Design decode_stage, sky130hd; sources not shown.
Fig. 1: run 1, I/O nets highlighted
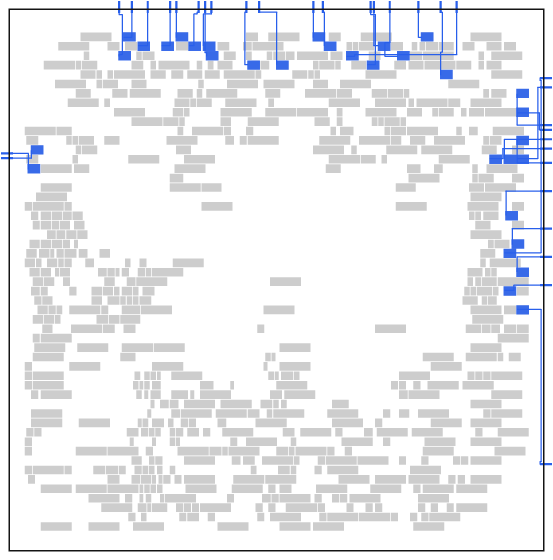
Blue is rf_a_data, bits 32, direction input, edge 18 top, 12 right, 2 left, end cells 32, buffers 0, wire 563 um.
I/O Buffers: 0
Ports: 388

Fig. 2: run 1, gate-type map
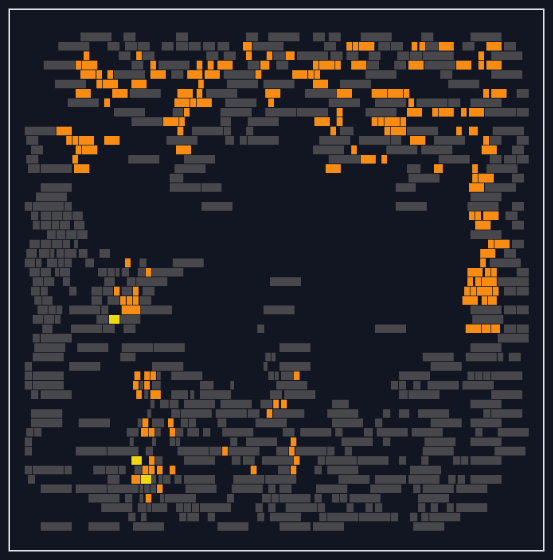
Orange is inverting AOI/OAI gates, cells 166, most used o21ai_0, where all over the die. Yellow is AND-OR and OR-AND gates, cells 3, most used o31a_1.
fraction of area in multi-input gates: 38.66%
Finished Layout Cells: 913
Commonest Layout Cell: dfrtp_1

Fig. 3: run 1, signal wires by layer
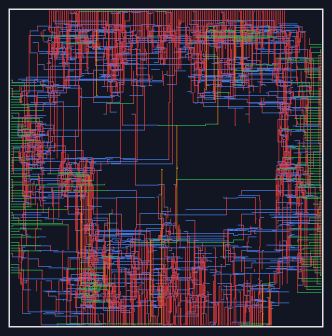
Blue is met1, wire length 8,600 um. Red is met2, wire length 12,600 um. Green is met3, wire length 2,010 um. Orange is met4, wire length 574 um.
per-cell routed wire length: 26.09 um
DR vias: 5,229

==> reports/qor.yml, run 1 <==
synth_cell_type_count: 38
syn_nets: 874
ys_cells: 665
postLayoutCoreUtil_pct: 40.48
ys_top_logic_family: "AND-OR/OR-AND gates"
cap_viol_max_count: 1
gr-usage-met2_pct: 33.49
worstRegToRegCells: 7
worst-path-max-fanout: 38
grt_pass1_wl_um: 35130
clock.latency.late_pin_ns: 0.42
setup_ws_ns: 3.128
fmax_mhz: 95.49
setup_viol: 0
tightest_slew_ns: 3.762
worst_hold_path.num_cells: 4
synth_flops: 168
grt_start_max_net_pins: 90
fp_util_pct: 37.43
drc: 0
violations: "capacitance limit, slew limit"
dpl.cell_count: 881
die-area_um2: 24020
critPathKind: "in2out"
synthDominantCellAreaShare_pct: 53.43
compound_area_share_pct: 16.71
wl_met2_um: 12640
leakage_nw: 3.450
dp_hpwl_um: 17700
grtUsageTotal_pct: 19.05
rsz0062_at_grt: "no"
htreeDepth: 4
synth_top_cell_by_area: "dfrtp_1"
yosysChipArea_um2: 7869
peakVddDrop_uv: 68.04
die_y_um: 156
cts_tree: "yes"
period_used_pct: 77.00
maxSlewViolCount: 90
drtAntennaViolNets: 0
synthMuxAreaShare_pct: 8.141
yosys.stat.seqShare_pct: 53.43
wl_met3_um: 2008
synthXorXnorAreaFrac_pct: 3.339
holdBufCountCts: 0
place_congestion: 0.8815
run_status: "complete, but fails checks"
relSlewSlack_pct: -152.2
ys_sh_simple_pct: 13.23
[run 1: logic make-up after synthesis]
kind of cell / count (synthesis)
and+or+nand+nor: 162
muxes: 64
buffers and inverters: 72
xor gates and xnor gates: 30
AOI/OAI and AO/OA: 169
DFF: 168
[run 1: where the power goes]
group	total, W	switching (W)	internal (W)
clock network	0.000476	0.000223	0.000253
registers	0.000549	0.0000325	0.000517
logic	0.0000729	0.0000454	0.0000274
[run 1: final cells by class]
class                      instances  area, um2
clock buffer                      19      452.9
clock inverter                    13      135.1
fill                            1967      12510
inverter                           4      16.27
multi-input combinational        425       3289
sequential                       168       4204
tap                              275      344.1
timing repair buffer               9      67.56
[run 1: synth_stat cells]
cell and n:
o21ai_0 66, nand2_1 12, nor3_1 7, nor4_2 1, nand3_1 5, nor3_2 23
nand4_1 3, dfrtp_1 168, a22oi_1 1, clkbuf_1 35, o22a_1 1, a21oi_1 32
a211oi_2 56, a2111oi_2 1, and3_1 17, or4_1 3, mux2i_1 64, xnor2_1 12
o31a_1 2, nor2_2 1, or3_1 1, nor4_1 7, and2_1 62, buf_6 9
nor2b_1 2, a31oi_1 1, nor2_1 12, o41ai_1 1, xor2_1 18, nand3b_1 1
and4b_1 1, nand2b_1 2, buf_4 15, nor3b_1 1, inv_1 4, or2_1 1
a211oi_1 8, buf_2 9
[run 1: through the flow]
stage | hold slack, ns | cell area (um2)
final | 1.223 | 8509
after global routing | 1.381 | 8509
after CTS | 1.234 | 8513
after detailed placement | 1.221 | 7925
after global placement | 1.230 | 7925
after floorplan | 0.9281 | 7869
[run 1: worst max-delay path, stage by stage]
cell and delay [ns]:
nand2b_1 0.20, a21oi_1 0.16, o31a_1 0.56, o22a_1 0.32
or2_4 0.59, and2_1 0.35
Fig. 4: run 1, clock routing
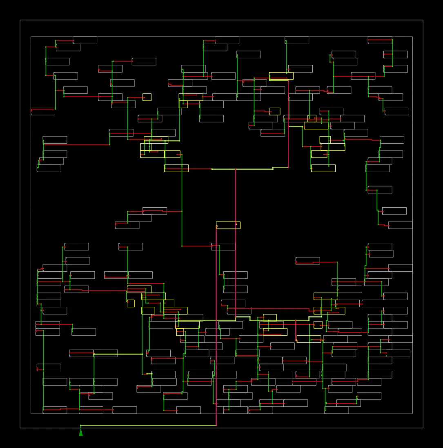

==> run 1 -> run 2 <==
Clock period 13.6 ns to 10.7 ns, I/O delays scaled along.
Fig. 5: run 2, clock routing
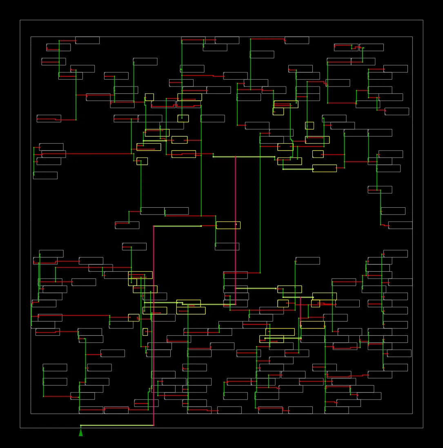
P_clk: 0.000653 W
clock buffer count from CTS: 17
flop count: 168
Clock Latency Late Sink: 0.42 ns
Num Clock Sinks: 168

Fig. 6: run 2, routed clock nets over the placement
The bar under the picture is 50 um long.
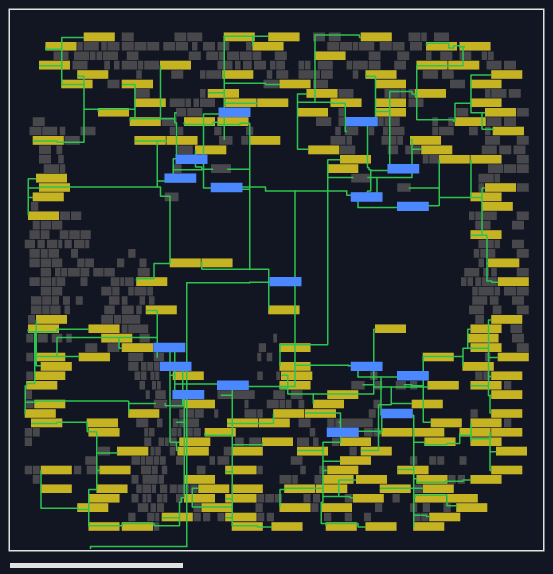
Green is clock wires, length 2,330 um. Blue is cells driving clock nets, count 17. Yellow is flip-flops, count 168.
There are 18 routed clock nets.
Clk pwr share: 45.2%

==> reports/qor.yml, run 2 <==
cp-end-kind: "primary output"  # unchanged
cts_tree: "yes"  # unchanged
diodes: 0  # unchanged
numPortBuffers: 0  # unchanged
synth-adder-area-share_pct: 0  # unchanged
rrSetupSlack_ns: 6.95  # was 9.92 ns
die_y_um: 156  # unchanged
drc: 0  # unchanged
syn_nets: 874  # unchanged
grt_start_max_net_pins: 90  # unchanged
dp_hpwl_um: 17620  # was 17,700 um
wire_per_inst_um: 26.11  # was 26.09 um
ys_cells: 665  # unchanged
synthMuxAreaShare_pct: 8.141  # unchanged
layout.nets: 835  # was 834
switching_power_w: 0.0003919  # was 0.0003010 W
holdBufCountCts: 0  # unchanged
fin_crit_ns: 8.235
tightest_slew_ns: 3.846  # was 3.762 ns
drtAntennaViolNets: 0  # unchanged
area_leaders: "dfrtp_1, a211oi_2, mux2i_1"  # unchanged
vias_per_cell: 5.761  # was 5.727
yosys.stat.seqShare_pct: 53.43  # unchanged
post_cts.repair.setup_buffers: 0  # unchanged
seqPwrFrac_pct: 48.3  # was 50.0%
mostFrequentLayoutCell: "dfrtp_1"  # unchanged
cap_viol_max_count: 1  # unchanged
postLayoutCoreUtil_pct: 40.69  # was 40.48%
dpl-instance-area_um2: 7933  # was 7925 um2
grt_pass1_wl_um: 35290  # was 35,130 um
htreeDepth: 4  # unchanged
synth_cell_type_count: 38  # unchanged
yosysChipArea_um2: 7869  # unchanged
syn_avg_cell_area_um2: 11.83  # unchanged
synthXorXnorAreaFrac_pct: 3.339  # unchanged
setup_ws_ns: 2.465  # was 3.128 ns
swShare_pct: 27.16  # was 27.40%
relSlewSlack_pct: -157.8  # was -152.2%
ys_top_logic_family: "AND-OR/OR-AND gates"  # unchanged
setup_viol: 0  # unchanged
design.core.area_um2: 21020  # unchanged
worst-path-max-fanout: 17  # was 38
worstRegToRegCells: 8  # was 7
violations: "capacitance limit, slew limit"  # unchanged
cpMaxStageDelayCell: "o31a_1"  # was or2_4
fp_util_pct: 37.43  # unchanged
layout.cells.non_filler: 914  # was 913
run_status: "complete, but fails checks"  # unchanged
common_cells: "dfrtp_1, o21ai_0, mux2i_1"  # unchanged
dpl.cell_count: 882  # was 881
maxSlewViolCount: 90  # unchanged
finish.instance_area_um2: 8554  # was 8509 um2
rsz0062_at_grt: "no"  # unchanged
synth.most_common_cell: "dfrtp_1"  # unchanged
fin_hold_ws_ns: 1.296  # was 1.223 ns
period_used_pct: 76.96
p_comb_share_pct: 6.4  # was 6.6%
critPathKind: "in2out"  # unchanged
fmax_mhz: 121.4
ys_sh_simple_pct: 13.23  # unchanged
synth_top_cell_by_area: "dfrtp_1"  # unchanged
synth_flops: 168  # unchanged
grtUsageTotal_pct: 19.09  # was 19.05%
worst_hold_path.num_cells: 4  # unchanged
leakage_nw: 3.485  # was 3.450 nW
path_cells: "nand2b_1, a21oi_1, o31a_1, o22a_1, or2_4, and2_1"  # unchanged
peakVddDrop_uv: 93.74  # was 68.04 uV
firstDrtPassIters: 5  # unchanged
synth-edff-count: 0  # unchanged
place_congestion: 0.8736  # was 0.8815
synthDominantCellAreaShare_pct: 53.43  # unchanged
die-area_um2: 24020  # unchanged
io_pins: 388  # unchanged
compound_area_share_pct: 16.71  # unchanged
slowest_delay_ns: 0.59  # about the same
cellInternalPower_w: 0.001051  # was 0.0007975 W
async_flop_share_pct: 100.0  # unchanged
synth_top_flop_cell: "dfrtp_1"  # unchanged
Fig. 7: run 2, signal wires by layer
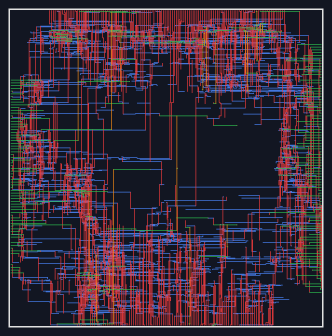
Green is met3, wire length 1,960 um. Orange is met4, wire length 599 um. Red is met2, wire length 12,600 um. Blue is met1, wire length 8,710 um.
DR vias: 5,266
WL final: 23,860 um

run 2: cell counts after synthesis:
No cell type changed its count.
run 2: power groups by stage:
stage | Sequential, W | Combinational (W) | Clock [W]
after CTS | 0.000698 | 0.0000949 | 0.000674
after detailed placement | 0.000710 | 0.0000950 | 0
final | 0.000698 | 0.0000930 | 0.000653
after floorplan | 0.000704 | 0.0000835 | 0
after global routing | 0.000699 | 0.000105 | 0.000701
after global placement | 0.000710 | 0.0000914 | 0
run 2: final cells by class:
| cell class | instances | area (um2) |
|---|---|---|
| well taps | 275 | 344.1 |
| clock buffers | 17 | 425.4 |
| repair buffers | 10 | 75.07 |
| multi-input cells | 425 | 3289 |
| flip-flops and latches | 168 | 4204 |
| inverters | 4 | 16.27 |
| fillers | 1931 | 12470 |
| clock inverters | 15 | 200.2 |
run 2: critical path: cells and delay by family:
| family | cells | cell delay [ns] |
|---|---|---|
| AND-OR/OR-AND | 3 | 1.09 |
| AND/OR/NAND/NOR | 3 | 0.62 |
run 2: cell families (layout without fill, tap and decap cells):
kind of cell | after synthesis | count (layout)
AOI/OAI and AO/OA | 169 | 169
buffers and inverters | 72 | 46
DFF | 168 | 168
xor gates and xnor gates | 30 | 30
and+or+nand+nor | 162 | 162
muxes | 64 | 64
run 2: layer usage:
metal | wire length, um | vias up | part of all wire, % | global-route usage [%]
li1 | - | 2256 | - | -
met1 | 8712 | 2645 | 37 | 22.21
met2 | 12590 | 323 | 53 | 33.67
met3 | 1958 | 42 | 8.2 | 5.603
met5 | 0 | - | 0 | 0
met4 | 599 | 0 | 2.5 | 6.728
Power figures rest on the tool's default switching activity, not on a simulated workload.
